[src/rtl/present_pkg.sv]
// rtl/present_pkg.sv - shared PRESENT-80 widths, key-schedule state and round-counter types
package present_pkg;

  localparam int KEY_W    = 80;
  localparam int BLOCK_W  = 64;
  localparam int NUM_KEYS = 32;

  typedef enum logic [1:0] {
    IDLE   = 2'd0,
    ACTIVE = 2'd1,
    DONE   = 2'd2
  } ks_state_e;

  typedef logic [4:0] round_cnt_t;

endpackage

[src/rtl/sbox.sv]
// rtl/sbox.sv - PRESENT 4-bit substitution box
module sbox (
  input  logic [3:0] nib_i,
  output logic [3:0] nib_o
);

  always_comb begin
    nib_o = 4'h0;
    case (nib_i)
      4'h0: nib_o = 4'hC;
      4'h1: nib_o = 4'h5;
      4'h2: nib_o = 4'h6;
      4'h3: nib_o = 4'hB;
      4'h4: nib_o = 4'h9;
      4'h5: nib_o = 4'h0;
      4'h6: nib_o = 4'hA;
      4'h7: nib_o = 4'hD;
      4'h8: nib_o = 4'h3;
      4'h9: nib_o = 4'hE;
      4'hA: nib_o = 4'hF;
      4'hB: nib_o = 4'h8;
      4'hC: nib_o = 4'h4;
      4'hD: nib_o = 4'h7;
      4'hE: nib_o = 4'h1;
      4'hF: nib_o = 4'h2;
      default: nib_o = 4'h0;
    endcase
  end

endmodule

[src/rtl/key_schedule.sv]
// rtl/key_schedule.sv - PRESENT-80 round-key generator, one 80-bit key register stepped per next_i
module key_schedule
  import present_pkg::*;
#(
  parameter int KEY_W    = 80,
  parameter int NUM_KEYS = 32
) (
  input  logic               clk_i,
  input  logic               rst_i,
  input  logic               key_load_i,
  input  logic [KEY_W-1:0]   key_i,
  input  logic               next_i,
  output logic [BLOCK_W-1:0] round_key_o,
  output round_cnt_t         round_cnt_o,
  output logic               key_valid_o,
  output logic               done_o
);

  localparam round_cnt_t LAST_CNT = round_cnt_t'(NUM_KEYS - 1);

  ks_state_e          state_q, state_d;
  logic [KEY_W-1:0]   key_q, key_d;
  round_cnt_t         cnt_q, cnt_d;
  logic               valid_q, valid_d;
  logic               done_q, done_d;

  logic [KEY_W-1:0]   key_rot;
  logic [KEY_W-1:0]   key_step;
  logic [3:0]         sbox_out;

  assign key_rot = {key_q[18:0], key_q[KEY_W-1:19]};

  sbox u_sbox (
    .nib_i (key_rot[KEY_W-1 -: 4]),
    .nib_o (sbox_out)
  );

  // The counter XOR uses the pre-increment round index.
  assign key_step = {sbox_out, key_rot[KEY_W-5:20], key_rot[19:15] ^ cnt_q, key_rot[14:0]};

  always_comb begin
    state_d = state_q;
    key_d   = key_q;
    cnt_d   = cnt_q;
    valid_d = valid_q;
    done_d  = done_q;
    if (key_load_i) begin
      state_d = ACTIVE;
      key_d   = key_i;
      cnt_d   = round_cnt_t'(1);
      valid_d = 1'b1;
      done_d  = 1'b0;
    end else if (state_q == ACTIVE && next_i) begin
      key_d = key_step;
      cnt_d = cnt_q + round_cnt_t'(1);
      if (cnt_q == LAST_CNT) begin
        state_d = DONE;
        done_d  = 1'b1;
      end
    end
  end

  always_ff @(posedge clk_i or posedge rst_i) begin
    if (rst_i) begin
      state_q <= IDLE;
      key_q   <= '0;
      cnt_q   <= '0;
      valid_q <= 1'b0;
      done_q  <= 1'b0;
    end else begin
      state_q <= state_d;
      key_q   <= key_d;
      cnt_q   <= cnt_d;
      valid_q <= valid_d;
      done_q  <= done_d;
    end
  end

  assign round_key_o = key_q[KEY_W-1 -: BLOCK_W];
  assign round_cnt_o = cnt_q;
  assign key_valid_o = valid_q;
  assign done_o      = done_q;

endmodule
[config.mk]
export PLATFORM = sky130hd
export DESIGN_NAME = key_schedule
export DESIGN_NICKNAME = d
export VERILOG_FILES = /design/src/rtl/present_pkg.sv /design/src/rtl/sbox.sv /design/src/rtl/key_schedule.sv
export SDC_FILE = /design/constraint.sdc
export NUM_CORES = 1
export LEC_CHECK = 0
export ABC_CLOCK_PERIOD_IN_PS = 3900
export CAP_MARGIN = 20
export CORE_MARGIN = 2
export CORE_UTILIZATION = 47
export CTS_CLUSTER_SIZE = 30
export DETAILED_ROUTE_END_ITERATION = 6
export PLACE_DENSITY = 0.79
export SYNTH_ARGS = -nofsm -noshare
export SYNTH_HDL_FRONTEND = slang
export SYNTH_SLANG_ARGS = --single-unit
[constraint.sdc]
create_clock -name clk_i -period 3.9 [get_ports clk_i]
set_input_delay 0.78 -clock clk_i [delete_from_list [all_inputs] [get_ports clk_i]]
set_output_delay 0.78 -clock clk_i [all_outputs]
set_load 0.01 [all_outputs]
wires.png
The bar under the picture is 20 um long.
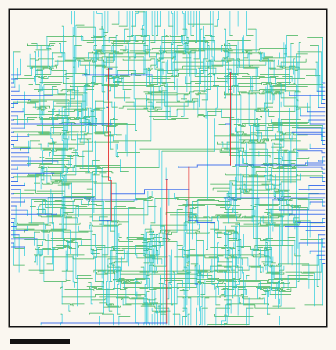
Green is metal 1, wire length 5070 um. Red is metal 4, wire length 147 um. Cyan is metal 2, wire length 5050 um. Blue is metal 3, wire length 660 um.

logic_types.png
The bar under the picture is 20 um long.
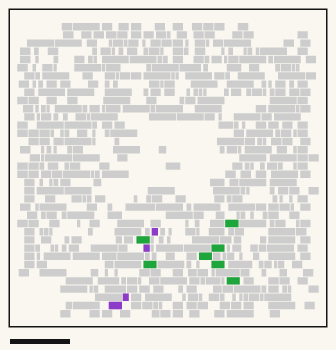
Green is fa/ha/maj cells, cells 7, most used ha_1. Purple is and/or cells, cells 4, where bottom middle.

flops_by_reg.png
The bar under the picture is 20 um long. Other sequential cells in the stronger gray, the rest of the logic in the fainter gray.
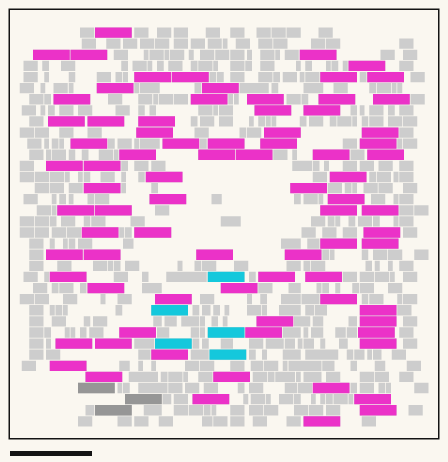
Cyan is round_cnt_o, placed flops 5, where bottom middle. Magenta is key_q, placed flops 80, where all over the die.
Another 3 sequential cells are not colored.
sequential power: 1100 uW
Flop area: 2202 um2
Final Util: 61.89%
fraction of area in registers: 36.24%

detail.png
The bar under the picture is 5 um long. Region (42, 63) to (62, 83) um. Cells in gray, sequential cells in the stronger gray; small squares are vias.
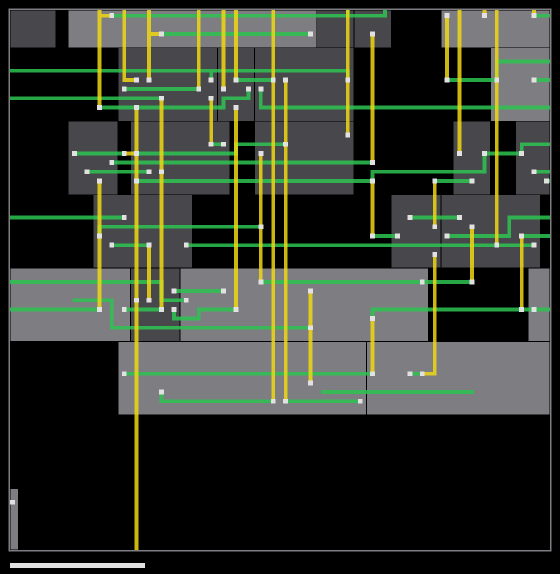
Yellow is metal 2. Green is metal 1.
Netlist names of flops here include key_q (4). 18 logic cells have their middle in the window. Sequential cells in the window: 4. Most frequent: mux2i_1 (5).

==> impl_metrics.tcl <==
# metrics dict for downstream scripts
set metrics [dict create \
    clock_path_buffers 2 \
    async_reset_ff_share_pct 100.0 \
    post-route-period-util_pct 58.34 \
    fin_crit_ns 2.275 \
    required_ns 3.12 \
    synth_warnings 0 \
    drt_iter0_drc 119 \
    rows 36 \
    grt_pass1_vias 3531 \
    finalSetupViolCount 0 \
    ys_cells 473 \
    ys_sh_xor_pct 1.467 \
    path_cells "clkdlybuf4s50_1" \
    die_area_um2 10990 \
    cp-startpoint "key_q[17]" \
    r2r_start "done_o" \
    ir_drop_v 0.0001522 \
    crit_family "buffers and inverters" \
    fp.coreArea_um2 9819 \
    dieWidth_um 104.8 \
    largestClassByArea "registers" \
    grt_pass1_wl_um 18090 \
    grt_busiest_layer "met2" \
    crit_path_end_kind "primary output" \
    final_hold_viol_count 0 \
    drv_slew 0 \
    holdWs_ns 0.4695 \
    syn-cell-area_um2 4777 \
    drtAntennaViolNets 0 \
    syn_area_per_cell_um2 10.10 \
    via_per_inst 5.041 \
    highest_layer "met4" \
    met2_usage_pct 32.33 \
    wl_um 10920 \
    post_cts_buffers 0 \
    diodes 0 \
    nFillCells 839 \
    die_h_um 104.8 \
    fmax_mhz 439.5 \
    drc 0 \
    grt_max_degree 89 \
    tightestPinTransition_ns 0.8098 \
    cellLeakagePower_uw 0.002713 \
    endpoint "round_key_o[1]" \
    gr-usage-met3_pct 4.242 \
    warning_count 30 \
    io_pins 155 \
    nets 640 \
    cts_buffers 9 \
    nWellTaps 133 \
    finalClockSkew_ns 0.008128 \
    buf_share_pct 26.68 \
    crit_fanout 8 \
    place_ws_ns 1.399 \
    top_logic_kind "multiplexers" \
    syn_nets 564 \
    min_from "key_valid_o" \
    reg2reg_slack_ns 2.23 \
    wl_met1_um 5069 \
    finalNonFillerCells 687 \
    sh_comb_area_pct 31.07 \
    yosysTopAreaCellShare_pct 46.10 \
    synthMostInstantiatedCell "dfrtp_1" \
    place_congestion 0.7928 \
    rsz0062_at_grt "false" \
    core_util_floorplan_pct 48.65 \
    aoi_share_pct 10.27 \
    final_cell_area_um2 6077 \
    critPathMaxStageDelay_ns 0.60 \
    synth-main-ff-cell "dfrtp_1" \
    synth_top_cell_by_area "dfrtp_1" \
    setup_ws_ns 1.625 \
    grt_overflow_total 0 \
    clk_share_pct 2.738 \
    root_buffer "clkbuf_8" \
    drt-pass1-iter-count 4 \
    area_growth_pct 27.21 \
    outcome "finished clean" \
    postSynthSeqShare_pct 46.10 \
    num-nonclk-buffers 159 \
    synthAdderAreaFrac_pct 1.833 \
    grtUsageMet1_pct 28.41 \
    cts_sinks 88 \
    synth_flops 88 \
    ys_area_um2 4777 \
    io_buffers 154 \
    slew_headroom_pct 46.02 \
    comb_cells 283 \
    ctsHtreeMaxLevel 3 \
    wl_met3_um 660 \
    top_cells_by_count "88 x dfrtp_1, 82 x nand2_1, 79 x o21ai_1" \
    ys_sh_simple_pct 8.774 \
    n_clock_buffer 13 \
    clkTransAtPathRegs_ns 0.08 \
    timing.critical_path.buf_inv 1 \
    rr_endpoint "key_q[79]" \
    seq_cells 88 \
    ys_sh_mux_pct 17.10 \
    post-place-cells 670 \
]
-- layout by cell type, fill, tap and decap left out, types with 3 or more instances in the layout --
cell	synthesis	final
a21oi_1	5	5
buf_4	67	3
clkbuf_1	17	3
clkbuf_8	0	10
clkdlybuf4s50_1	0	153
dfrtp_1	88	88
ha_1	7	7
inv_1	8	7
mux2i_1	76	76
nand2_1	82	82
nand2b_1	3	3
o21ai_1	79	79
xor2_1	6	6
-- where the power goes --
part / switching [uW] / internal (uW)
clock: 313 / 248
combinational: 233 / 327
sequential: 94.9 / 1010
-- registers in the layout (all words and copies together), names as in the netlist --
name	count
key_q	80
done_o	1
key_valid_o	1
state_q	1
round_cnt_o	5
Power is estimated from default activity; no workload was simulated.
